[config.mk]
export PLATFORM = sky130hd
export DESIGN_NAME = i2s_master_serializer
export DESIGN_NICKNAME = d
export VERILOG_FILES = /design/src/rtl/i2s_master_serializer.sv
export SDC_FILE = /design/constraint.sdc
export NUM_CORES = 1
export LEC_CHECK = 0
export CORE_MARGIN = 2
export CORE_UTILIZATION = 35
export DETAILED_ROUTE_END_ITERATION = 7
export HOLD_SLACK_MARGIN = 0.02
export PLACE_DENSITY = 0.62
export SETUP_SLACK_MARGIN = 0.4
export SYNTH_ARGS = -nofsm -noshare
export SYNTH_HDL_FRONTEND = slang
export SYNTH_SLANG_ARGS = --single-unit
[constraint.sdc]
create_clock -name clk_48 -period 4.8 [get_ports clk_48]
set_clock_uncertainty 0.05 [all_clocks]
set_input_delay 0.48 -clock clk_48 [delete_from_list [all_inputs] [get_ports clk_48]]
set_output_delay 0.48 -clock clk_48 [all_outputs]
set_load 0.03 [all_outputs]
[src/rtl/i2s_master_serializer.sv]
// ---------------------------------------------------------------------------
// i2s_master_serializer
//
// I2S bus master. It generates BCLK and the word select, serialises one
// 24-bit stereo sample pair per 64-slot frame, and deserialises the pair
// returned by the slave. All logic runs on the rising edge of clk_48. Reset
// is synchronous and active-low.
//
// Parameters
//   BCLK_DIV     clk_48 cycles per BCLK half-period (>= 2)
//
// Ports
//   clk_48       in   sole clock
//   rst_n        in   synchronous active-low reset (overrides en)
//   en           in   run enable; dropping it lets the current frame finish
//   audio_l_in   in   24b left sample to send, latched at the slot-0 entry
//   audio_r_in   in   24b right sample to send, latched at the slot-0 entry
//   i2s_d_in     in   serial data from the slave
//   i2s_bclk     out  bit clock
//   i2s_lr       out  word select (0 = left, 1 = right)
//   i2s_d_out    out  serial data to the slave
//   audio_l_out  out  last received left sample
//   audio_r_out  out  last received right sample
//   new_sample   out  one-cycle pulse when audio_*_out is updated
//
// Build option
//   I2S_LOOPBACK_EN  when defined, the receive path samples the internal
//                    i2s_d_out register and i2s_d_in is ignored.
// ---------------------------------------------------------------------------
module i2s_master_serializer #(
    parameter int BCLK_DIV = 8
) (
    input  logic        clk_48,
    input  logic        rst_n,
    input  logic        en,
    input  logic [23:0] audio_l_in,
    input  logic [23:0] audio_r_in,
    input  logic        i2s_d_in,
    output logic        i2s_bclk,
    output logic        i2s_lr,
    output logic        i2s_d_out,
    output logic [23:0] audio_l_out,
    output logic [23:0] audio_r_out,
    output logic        new_sample
);

    localparam int DW = $clog2(BCLK_DIV);
    localparam logic [DW-1:0] DIV_LAST = DW'(BCLK_DIV - 1);

    // ST_IDLE also covers the start-up half-periods before slot 0 is entered
    localparam logic [0:0] ST_IDLE = 1'b0;
    localparam logic [0:0] ST_RUN  = 1'b1;

    logic [DW-1:0] r_div;
    logic [0:0]    r_state;
    logic          r_bclk;
    logic          r_lr;
    logic          r_dout;
    logic [5:0]    r_slot;
    logic [23:0]   r_l_lat;
    logic [23:0]   r_r_lat;
    logic [23:0]   r_rx_l;
    logic [23:0]   r_rx_r;
    logic          r_cap_done;
    logic [23:0]   r_l_out;
    logic [23:0]   r_r_out;
    logic          r_new;

    logic       w_tick;
    logic       w_fall;
    logic       w_rise;
    logic       w_idle;
    logic       w_start;
    logic       w_stop;
    logic [5:0] w_nslot;
    logic [4:0] w_idx;
    logic       w_tx_bit;
    logic       w_rx_bit;
    logic       w_rx_data;

    assign w_tick = (r_div == DIV_LAST);
    assign w_fall = w_tick & r_bclk;
    assign w_rise = w_tick & ~r_bclk;
    assign w_idle = ~en & (r_state == ST_IDLE);

    // A frame starts on the first falling edge after start-up, or on the
    // wrap out of slot 63 while still enabled. Without en, slot 63 ends it.
    assign w_start = w_fall & ((r_state == ST_IDLE) | ((r_slot == 6'd63) & en));
    assign w_stop  = w_fall & (r_state == ST_RUN) & (r_slot == 6'd63) & ~en;
    assign w_nslot = ((r_state == ST_IDLE) || (r_slot == 6'd63)) ? 6'd0 : r_slot + 6'd1;

    // Both halves use the same in-half offset: slot 1/33 carries bit 23,
    // slot 24/56 carries bit 0.
    assign w_idx = 5'd24 - w_nslot[4:0];

    always_comb begin
        w_tx_bit = 1'b0;
        if ((w_nslot[4:0] != 5'd0) && (w_nslot[4:0] <= 5'd24)) begin
            w_tx_bit = w_nslot[5] ? r_r_lat[w_idx] : r_l_lat[w_idx];
        end
    end

`ifdef I2S_LOOPBACK_EN
    assign w_rx_bit = r_dout;
`else
    assign w_rx_bit = i2s_d_in;
`endif

    assign w_rx_data = (r_slot[4:0] != 5'd0) && (r_slot[4:0] <= 5'd24);

    always_ff @(posedge clk_48) begin
        if (!rst_n) begin
            r_div      <= '0;
            r_state    <= ST_IDLE;
            r_bclk     <= 1'b0;
            r_lr       <= 1'b1;
            r_dout     <= 1'b0;
            r_slot     <= 6'd0;
            r_l_lat    <= 24'd0;
            r_r_lat    <= 24'd0;
            r_rx_l     <= 24'd0;
            r_rx_r     <= 24'd0;
            r_cap_done <= 1'b0;
            r_l_out    <= 24'd0;
            r_r_out    <= 24'd0;
            r_new      <= 1'b0;
        end else begin
            // Output load trails the slot-56 capture by one cycle
            r_new <= 1'b0;
            if (r_cap_done) begin
                r_l_out    <= r_rx_l;
                r_r_out    <= r_rx_r;
                r_new      <= 1'b1;
                r_cap_done <= 1'b0;
            end

            if (w_idle) begin
                r_div  <= '0;
                r_bclk <= 1'b0;
                r_lr   <= 1'b1;
                r_dout <= 1'b0;
            end else begin
                r_div <= w_tick ? '0 : r_div + 1'b1;
                if (w_tick) begin
                    r_bclk <= ~r_bclk;
                end

                if (w_fall) begin
                    if (w_stop) begin
                        r_state <= ST_IDLE;
                        r_slot  <= 6'd0;
                        r_lr    <= 1'b1;
                        r_dout  <= 1'b0;
                    end else begin
                        r_state <= ST_RUN;
                        r_slot  <= w_nslot;
                        r_lr    <= w_nslot[5];
                        r_dout  <= w_tx_bit;
                        if (w_start) begin
                            r_l_lat <= audio_l_in;
                            r_r_lat <= audio_r_in;
                        end
                    end
                end

                // The start-up rising edge precedes slot 0 and captures nothing
                if (w_rise && (r_state == ST_RUN) && w_rx_data) begin
                    if (r_slot[5]) begin
                        r_rx_r <= {r_rx_r[22:0], w_rx_bit};
                    end else begin
                        r_rx_l <= {r_rx_l[22:0], w_rx_bit};
                    end
                    if (r_slot == 6'd56) begin
                        r_cap_done <= 1'b1;
                    end
                end
            end
        end
    end

    assign i2s_bclk    = r_bclk;
    assign i2s_lr      = r_lr;
    assign i2s_d_out   = r_dout;
    assign audio_l_out = r_l_out;
    assign audio_r_out = r_r_out;
    assign new_sample  = r_new;

endmodule

Figure 1. Floorplan with the power grid.
Bar = 50 um. Pins as bars on the die edge. Tap cells in gray.
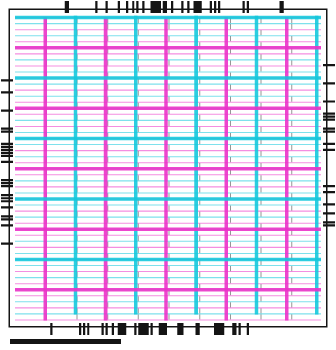
legend:
  VDD:
    color: cyan
  VSS:
    color: magenta
met1 rails: 51
met4 straps: 10

Figure 2. Cells colored by class.
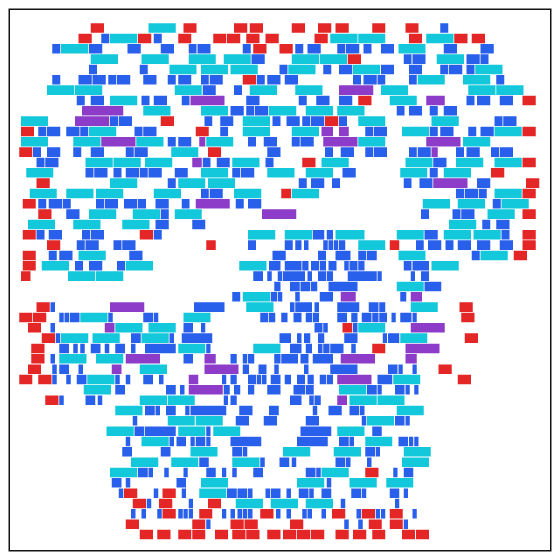
legend:
  combinational and other logic:
    color: blue
    cells: 472
    share_of_their_area: 41%
  clock drivers and dummy loads:
    color: purple
    cells: 32
    share_of_their_area: 7.0%
  other buffers and delay cells:
    color: red
    cells: 107
    share_of_their_area: 13%
  flops:
    color: cyan
    cells: 159
    share_of_their_area: 39%

Figure 3. Clock distribution.
Bar = 50 um.
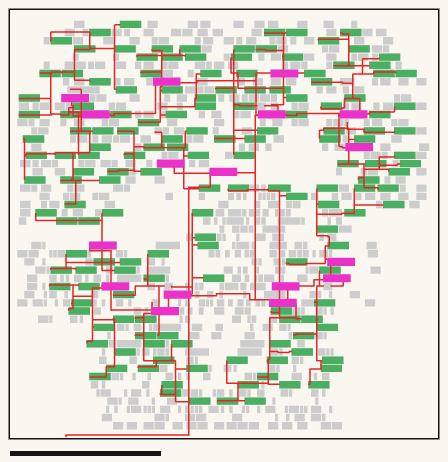
legend:
  clock drivers:
    color: magenta
    count: 17
  clock wires:
    color: red
    length: 1990 um
  flip-flops:
    color: green
    count: 159
flops lie: spread over the die

==> impl_metrics.toml <==
# implementation run metrics
[status]
outcome = "finished clean"

[global_route]
grt_busiest_layer = "met2"
grt_pass1_vias = 4450
overflow = 0
antenna_found_initial = 0
use_met1 = 0.200
grt_max_degree = 97
grt_use_met3 = 0.0390
grtUsageTotal = 0.145
grt_pass1_wl_um = 23000

[logic_synthesis]
synth_nets = 731
syn_inst = 674
ff_type = "dfxtp_1"
synth-compound-area-share = 0.0918
yosys_cells = 674
ys_sh_simple = 0.201
syn_area_per_cell_sq_um = 9.91
synthTopLogicFamily = "simple AND/OR/NAND/NOR gates"
synthTopCellsByArea = "dfxtp_1, mux2i_1, nor2b_1"
synth_cell_types = 50
synthArstFlopShare = 0
ys_seq_frac = 0.477

[detailed_routing]
ant_nets = 0
drt_pre_antenna_iters = 4
wl_um = 13900
via_per_inst = 4.59
met1_length_um = 7210
vias = 4613
wl_per_cell_um = 13.8
drt_iter0_drc = 260
dr.max_layer_used = "met4"
route.met2.wl_um = 6020

[final_timing]
slew_headroom = 0.234
fmax_mhz = 276
layout_setup_ws_ns = 1.18
fin_crit_sh = 0.755
worstMarginPinSlew_ns = 1.15
final_hold_viol_count = 0

[clock_network]
clk_pin_slew_ns = 0.06
post_cts_buffers = 0
htree_num_levels = 4
hold_buffers = 0
cts_tree = "done"
cts_num_sinks = 159

[power_and_ir_drop]
p_sw_frac = 0.218
intPower_mw = 2.11
seqPwrFrac = 0.490
power_density_mw_per_mm2 = 320
totalPowerFinal_mw = 2.69
p_clk_frac = 0.482
powerSeq_mw = 1.32
power.net_switching_uw = 587
vdd_drop_max_v = 0.000268
p_leak_nw = 2.80

[final_layout]
seq-cell-share = 0.378
logic_gate_count = 466
final_common_cell = "dfxtp_1"
fill_cells = 1786
sh_comb_area = 0.392
antenna_cells = 0
comb_area_sq_mm = 0.00330
fin_area_sq_mm = 0.00843
clkCellAreaFrac = 0.0677
final_nets = 814
most-common-layout-cells = "dfxtp_1, nand2_1, clkdlybuf4s50_1"
drive_gt1_frac = 0.0753
area_delta_synth_final_pct = 26.3

[worst_setup_path]
crit_slowest_cell = "nor2_2"
endpoint_kind = "flip-flop"
worst-setup-path-type = "flip-flop to flip-flop"
critical_path.max_stage_delay_ns = 0.63
cp_max_fo = 11
cp.required_ns = 5.06
cp-endpoint = "i2s_d_out"
arrival_ns = 3.88
reg2reg_from = "r_slot[0]"
crit_cells = 12
timing.critical_path.buf_inv = 1
critPathLaunch = "r_slot[0]"

[floorplan]
die_w_um = 142
top_level_ports = 104
fp_util = 0.357

[placement]
place_hpwl_um = 8970
pre_cts_ws_ns = 1.19

[worst_hold_path]
hold_end = "r_div[0]"
min_path_cells = 1
Figure 4. Wiring by layer.
Bar = 50 um. Only two layers are drawn.
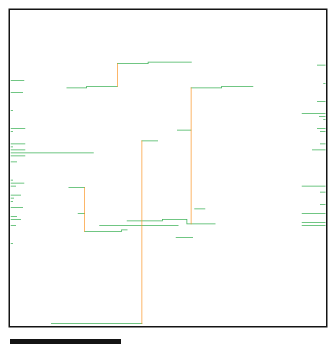
legend:
  metal 3:
    color: green
    wire_length: 448 um
  metal 4:
    color: orange
    wire_length: 173 um

Figure 5. Clock nets.
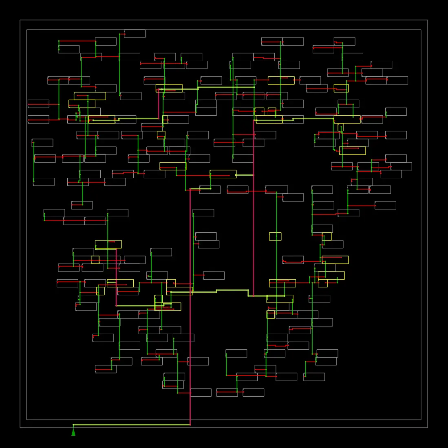
clk pwr: 1.30 mW
CTS buffer count: 17
number of clock-tree buffers in the layout: 18
clk latency late pin: 0.43 ns
registers: 159

Power and IR drop assume default switching activity.
